### M1 wires, run 1

Bar = 10 um. Supply wires on this layer in grey.
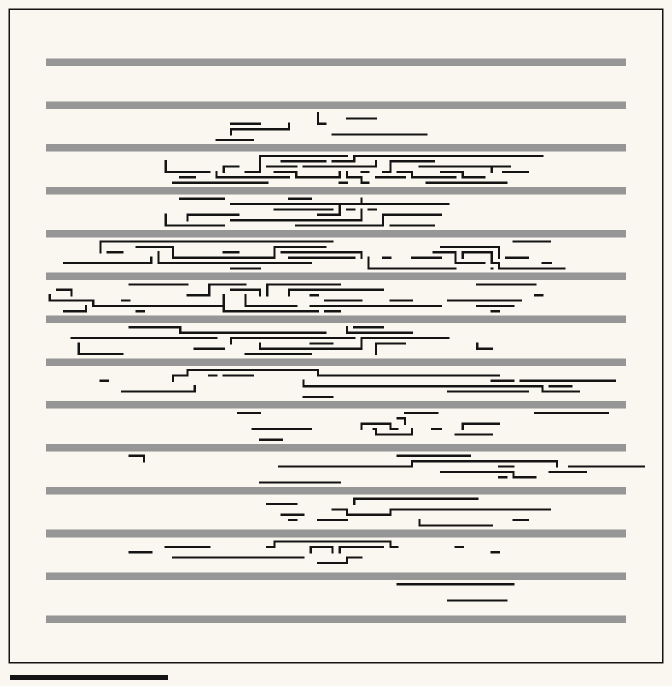
### The metal 2 layer, run 1

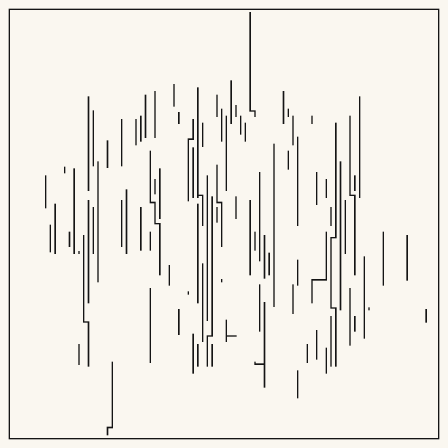
### Metal 3, run 1

Bar = 10 um. Cells faint in the background.
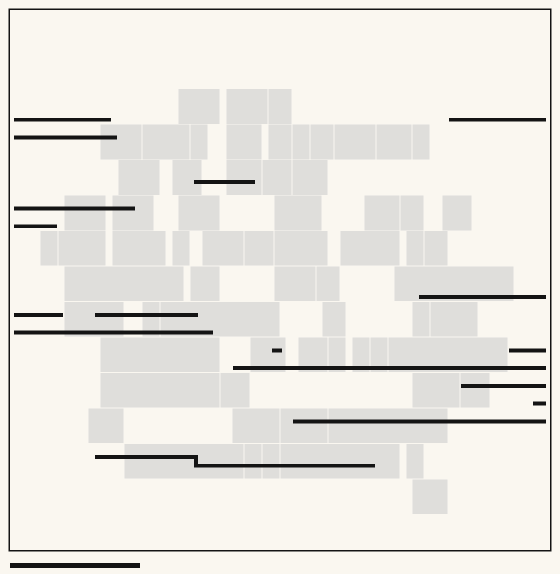
### Gate-type map, run 1

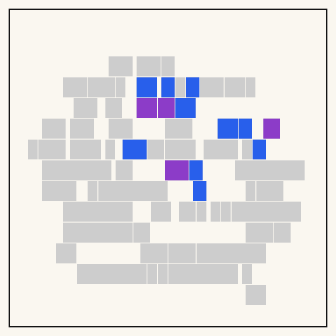
## src/rtl/addr_counter.sv

```systemverilog
// Rollover address counter with packet-level rollback.
// Generates buffer addresses 1..rollover_val. It snapshots the address at each packet start,
// and a packet error restores that snapshot so the bad packet's writes are discarded.
module addr_counter #(
  parameter int unsigned NUM_CNT_BITS = 4
) (
  input  logic                    clk,
  input  logic                    n_rst,
  input  logic                    clear,
  input  logic                    count_enable,
  input  logic                    start,
  input  logic                    error,
  input  logic [NUM_CNT_BITS-1:0] rollover_val,
  output logic [NUM_CNT_BITS-1:0] count_out,
  output logic                    rollover_flag
);

  localparam logic [NUM_CNT_BITS-1:0] CntZero = '0;
  localparam logic [NUM_CNT_BITS-1:0] CntOne  = NUM_CNT_BITS'(1);

  logic [NUM_CNT_BITS-1:0] count_q, count_d;
  logic [NUM_CNT_BITS-1:0] saved_q, saved_d;
  logic                    flag_q, flag_d;

  // Next-state decode: clear > error > count/hold; start snapshots the pre-increment value.
  always_comb begin
    count_d = count_q;
    saved_d = saved_q;
    if (clear) begin
      count_d = CntZero;
      saved_d = CntZero;
    end else if (error) begin
      // Rollback wins over both counting and a simultaneous start.
      count_d = saved_q;
    end else begin
      if (start) begin
        saved_d = count_q;
      end
      if (count_enable) begin
        // Above rollover_val there is no match, so the add wraps naturally at the top.
        count_d = (count_q == rollover_val) ? CntOne : count_q + CntOne;
      end
    end
    // The flag is registered from the next count, so it moves together with count_out.
    flag_d = clear ? 1'b0 : (count_d == rollover_val);
  end

  // State registers with asynchronous active-low reset.
  always_ff @(posedge clk or negedge n_rst) begin
    if (!n_rst) begin
      count_q <= CntZero;
      saved_q <= CntZero;
      flag_q  <= 1'b0;
    end else begin
      count_q <= count_d;
      saved_q <= saved_d;
      flag_q  <= flag_d;
    end
  end

  assign count_out     = count_q;
  assign rollover_flag = flag_q;

endmodule

```

## config.mk

```make
export PLATFORM = sky130hd
export DESIGN_NAME = addr_counter
export DESIGN_NICKNAME = d
export VERILOG_FILES = /design/src/rtl/addr_counter.sv
export SDC_FILE = /design/constraint.sdc
export NUM_CORES = 1
export LEC_CHECK = 0
export CAP_MARGIN = 25
export CORE_MARGIN = 2
export CORE_UTILIZATION = 45
export CTS_CLUSTER_SIZE = 8
export DETAILED_ROUTE_END_ITERATION = 8
export DONT_BUFFER_PORTS = 1
export GPL_ROUTABILITY_DRIVEN = 0
export PLACE_DENSITY = 0.57
export SLEW_MARGIN = 20
export SYNTH_ARGS = -nofsm -noshare
export SYNTH_HDL_FRONTEND = slang
export SYNTH_SLANG_ARGS = --single-unit
```

## constraint.sdc

```tcl
create_clock -name clk -period 3.3 [get_ports clk]
set_clock_uncertainty 0.15 [all_clocks]
set_input_delay 0.99 -clock clk [delete_from_list [all_inputs] [get_ports clk]]
set_output_delay 0.99 -clock clk [all_outputs]
set_load 0.03 [all_outputs]
```

==> flow_summary.json, run 1 <==
{
  "status": "finished, final reports clean",
  "taps": 15,
  "slew_violations": 0,
  "worstRegToRegCells": 5,
  "sh_seq_area": 0.348,
  "edf_count": 0,
  "p_leak_nw": 0.286,
  "sh_comb_area": 0.571,
  "clockRootBuffer": "clkbuf_4",
  "syn_area_um2": 629,
  "cp.required_ns": 3.32,
  "worstMarginPinSlew_ns": 0.554,
  "synthTopLogicFamily": "simple AND/OR/NAND/NOR gates",
  "grt-busiest-layer": "met2",
  "synth_chip_area_um2": 629,
  "die_h_um": 41.4,
  "worst-path-buf-inv": 0,
  "grt_pass1_vias": 429,
  "std_cell_rows": 13,
  "final-clk-cell-share": 0.0406,
  "ctsResizeCount": 0,
  "critPathArrivalTime_ns": 2.16,
  "postRouteAntennaNets": 0,
  "wl_mm": 1.24,
  "worstPathCellList": "xnor2_1 > nand4_1 > o221ai_1 > mux2_2 > nor4_2",
  "adder_share": 0.0199,
  "die_area_um2": 1710,
  "met2_usage": 0.230,
  "met1_usage": 0.216,
  "mi_logic_area_um2": 369,
  "rsz0062_at_grt": "false",
  "drive_gt1_frac": 0.0896
}
Back to the opening pictures, 'M1 wires':
share of all routed wire: 47%
wire length on this layer: 585 um

Back to the opening pictures, 'The metal 2 layer':
main direction: vertical
nets with wire on the layer: 59
wire length on this layer: 484 um
longest straight run: 15.6 um
share of all routed wire: 39%

Back to the opening pictures, 'Metal 3':
wire length on this layer: 148 um
nets with wire on the layer: 15
main direction: horizontal
share of all routed wire: 12%
longest straight run: 23.7 um

Back to the opening pictures, 'Gate-type map':
| family | colour | cells |
|---|---|---|
| AND and OR gates | purple | 4 |
| inverting AOI/OAI gates | blue | 10 |

[run 1: through the flow]
stage	power [mW]	utilization	hold WS, ns	std cells	instance area (um2)
after detailed placement	0.155	0.477	0.367	78	621
after global placement	0.156	0.477	0.362	78	621
after CTS	0.240	0.497	0.258	82	647
after global routing	0.251	0.497	0.246	82	647
after floorplan	0.156	-	0.331	68	629
final	0.237	0.497	0.266	82	647
[run 1: flip-flops by register name, indices dropped and copies added (netlist names)]
register / flops
rollover_flag: 1
count_out: 4
saved_q: 4
[run 1: synthesized netlist by cell type, types with 2 or more instances]
| cell | n |
|---|---|
| clkbuf_1 | 3 |
| nand2b_1 | 3 |
| xnor2_1 | 6 |
| inv_1 | 2 |
| dfrtp_1 | 9 |
| mux2i_1 | 5 |
| nand4_1 | 2 |
| nor2_1 | 9 |
| nand2_1 | 2 |
| a21oi_1 | 6 |
[run 1: placed cells by master (no fill, tap or decap), drive strengths merged]
master | netlist | layout
and2 | 1 | 1
o211ai | 1 | 1
mux2i | 5 | 5
a21oi | 6 | 6
and3 | 1 | 1
a41o | 1 | 1
nor3 | 1 | 1
nand2 | 2 | 2
a21o | 1 | 1
o211a | 1 | 1
nand4 | 2 | 2
xnor2 | 6 | 6
ha | 1 | 1
a311o | 1 | 1
or2b | 1 | 1
nor4b | 1 | 1
clkbuf | 3 | 4
xor2 | 1 | 1
or3b | 1 | 1
o21bai | 1 | 1
inv | 2 | 2
mux2 | 1 | 1
nor2b | 1 | 1
nor4 | 1 | 1
o221ai | 1 | 1
dfrtp | 9 | 9
nor2 | 9 | 9
a211oi | 1 | 1
nand2b | 3 | 3
[run 1: where the power goes]
group          internal (mW)  switching (mW)
Combinational         0.0159          0.0127
Sequential             0.114          0.0107
Clock                 0.0465          0.0371
### The clock network, run 1

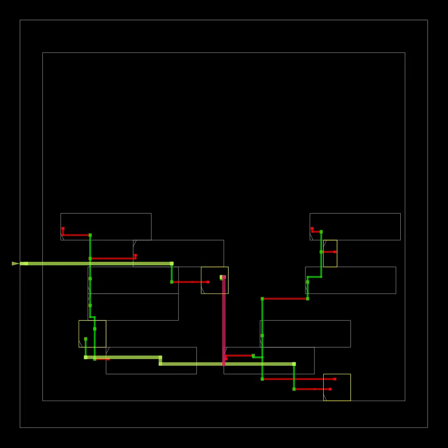

## Run 2: what changed since run 1
Clock period 3.3 ns to 2.1 ns, I/O delays scaled along.
### The clock network, run 2

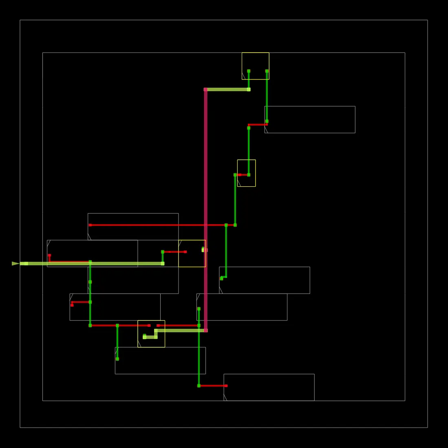
# clock sinks: 9
Skew-Pair Late Insertion Delay: 0.27 ns
P_clk: 0.140 mW
clock buf count: 3

==> run 2 against run 1 <==
Effect of this change:
- first-iteration DRC count fell by 20%
- final cell count rose by 6.1%
- largest power group unchanged
- critical path depth did not move
- sequential power rose by 51%
- die area did not move
- sequential cell count did not move
- combinational power rose by 120%
- wire length rose by 9.3%
- total power rose by 65%
- worst setup slack got worse by 1.0 ns
- core utilization rose by 3.2 points
==> flow_summary.json, run 2 <==
{
  "status": "finished, final reports clean",
  "worst-path-buf-inv": 0,
  "edf_count": 0,
  "p_leak_nw": 0.314,
  "dpl.cell_count": 82,
  "worstMarginPinSlew_ns": 0.421,
  "postRouteAntennaNets": 0,
  "final_cells": 87,
  "fp.dieW_um": 41.4,
  "cp.required_ns": 2.13,
  "ys_types": 31,
  "antenna_found_initial": 0,
  "synth_chip_area_um2": 629,
  "die_area_um2": 1710,
  "place_area_um2": 651,
  "rsz0062_at_grt": "false",
  "die_h_um": 41.4,
  "syn_area_um2": 629,
  "std_cell_rows": 13,
  "fill_cells": 127,
  "ctsResizeCount": 0,
  "vias": 499,
  "ctsHtreeMaxLevel": 1,
  "critPathArrivalTime_ns": 2.00,
  "end_kind": "flop",
  "maxCapViolCount": 0,
  "total_power_mw": 0.390,
  "whs_ns": 0.266,
  "r2r_setup_slack_ns": 0.13,
  "final_area_um2": 688,
  "initial_core_util": 0.484,
  "portBuffers": 0,
  "drive_gt1_frac": 0.153,
  "ys_ff": 9,
  "post-route-util": 0.529,
  "lay_top_cells": "9 x nor2_1, 9 x dfrtp_1, 6 x xnor2_1, 6 x a21oi_1, 5 x mux2i_1",
  "yosys-top-cells-count": "9 x dfrtp_1, 9 x nor2_1, 6 x a21oi_1, 6 x xnor2_1, 5 x mux2i_1",
  "clockRootBuffer": "clkbuf_4",
  "ys.flop_type": "dfrtp_1",
  "syn_area_per_cell_um2": 9.26,
  "drc": 0,
  "grt_pass1_vias": 431,
  "worstPathCellList": "xnor2_1 > nand4_1 > o221ai_1 > mux2_2 > nor4_2",
  "wl_mm": 1.35,
  "synth.top_cell.area_share": 0.358,
  "slew_violations": 0,
  "ys_cells": 68
}
## run 2: area by class of cell
class	instances	area [um2]	share of cell area
clock buffer	3	22.5	0.0327
inverter	2	7.51	0.0109
multi-input combinational	52	369	0.536
sequential	9	225	0.327
clock inverter	1	5.00	0.00727
timing repair buffer	5	40.0	0.0582
tap	15	18.8	0.0273
## run 2: what timing repair did
item	CTS	global route
hold buffers	1	0
setup buffers	0	0
endpoints found under the hold margin	9	0
## run 2: per-layer routing
layer | track usage | share of wire
met1 | 0.255 | 0.48
met2 | 0.266 | 0.42
met3 | 0.0851 | 0.082
met4 | 0.0806 | 0.018
met5 | 0 | 0
## run 2: worst paths after layout
kind | startpoint | end | cells past startpoint
worst max-delay path | count_out[0]$_DFF_PN0_ | rollover_flag$_DFF_PN0_ | 5
worst min register to register | saved_q[3]$_DFFE_PN0P_ | saved_q[3]$_DFFE_PN0P_ | 2
min in group asynchronous | n_rst | count_out[0]$_DFF_PN0_ | 1
worst max register to register | count_out[0]$_DFF_PN0_ | rollover_flag$_DFF_PN0_ | 5
worst min-delay path | clear | count_out[0]$_DFF_PN0_ | 1
max in group asynchronous | n_rst | rollover_flag$_DFF_PN0_ | 1
## run 2: cell families (layout without fill, tap and decap cells)
kind of cell | Yosys count | count (layout) | share of synthesized area
AND/OR/NAND/NOR | 24 | 24 | 0.213
AND-OR/OR-AND | 14 | 14 | 0.159
flip-flops | 9 | 9 | 0.358
XOR/XNOR | 7 | 7 | 0.0974
buffers and inverters | 7 | 11 | 0.0557
multiplexers | 6 | 6 | 0.0974
adder cells (fa/ha/maj) | 1 | 1 | 0.0199
## run 2: power breakdown
part,internal [mW],total (mW),switching (mW)
Clock,0.0706,0.140,0.0690
Sequential,0.179,0.187,0.00804
Combinational,0.0305,0.0640,0.0335
Total,0.280,0.390,0.111
Power is estimated from default activity; no workload was simulated.
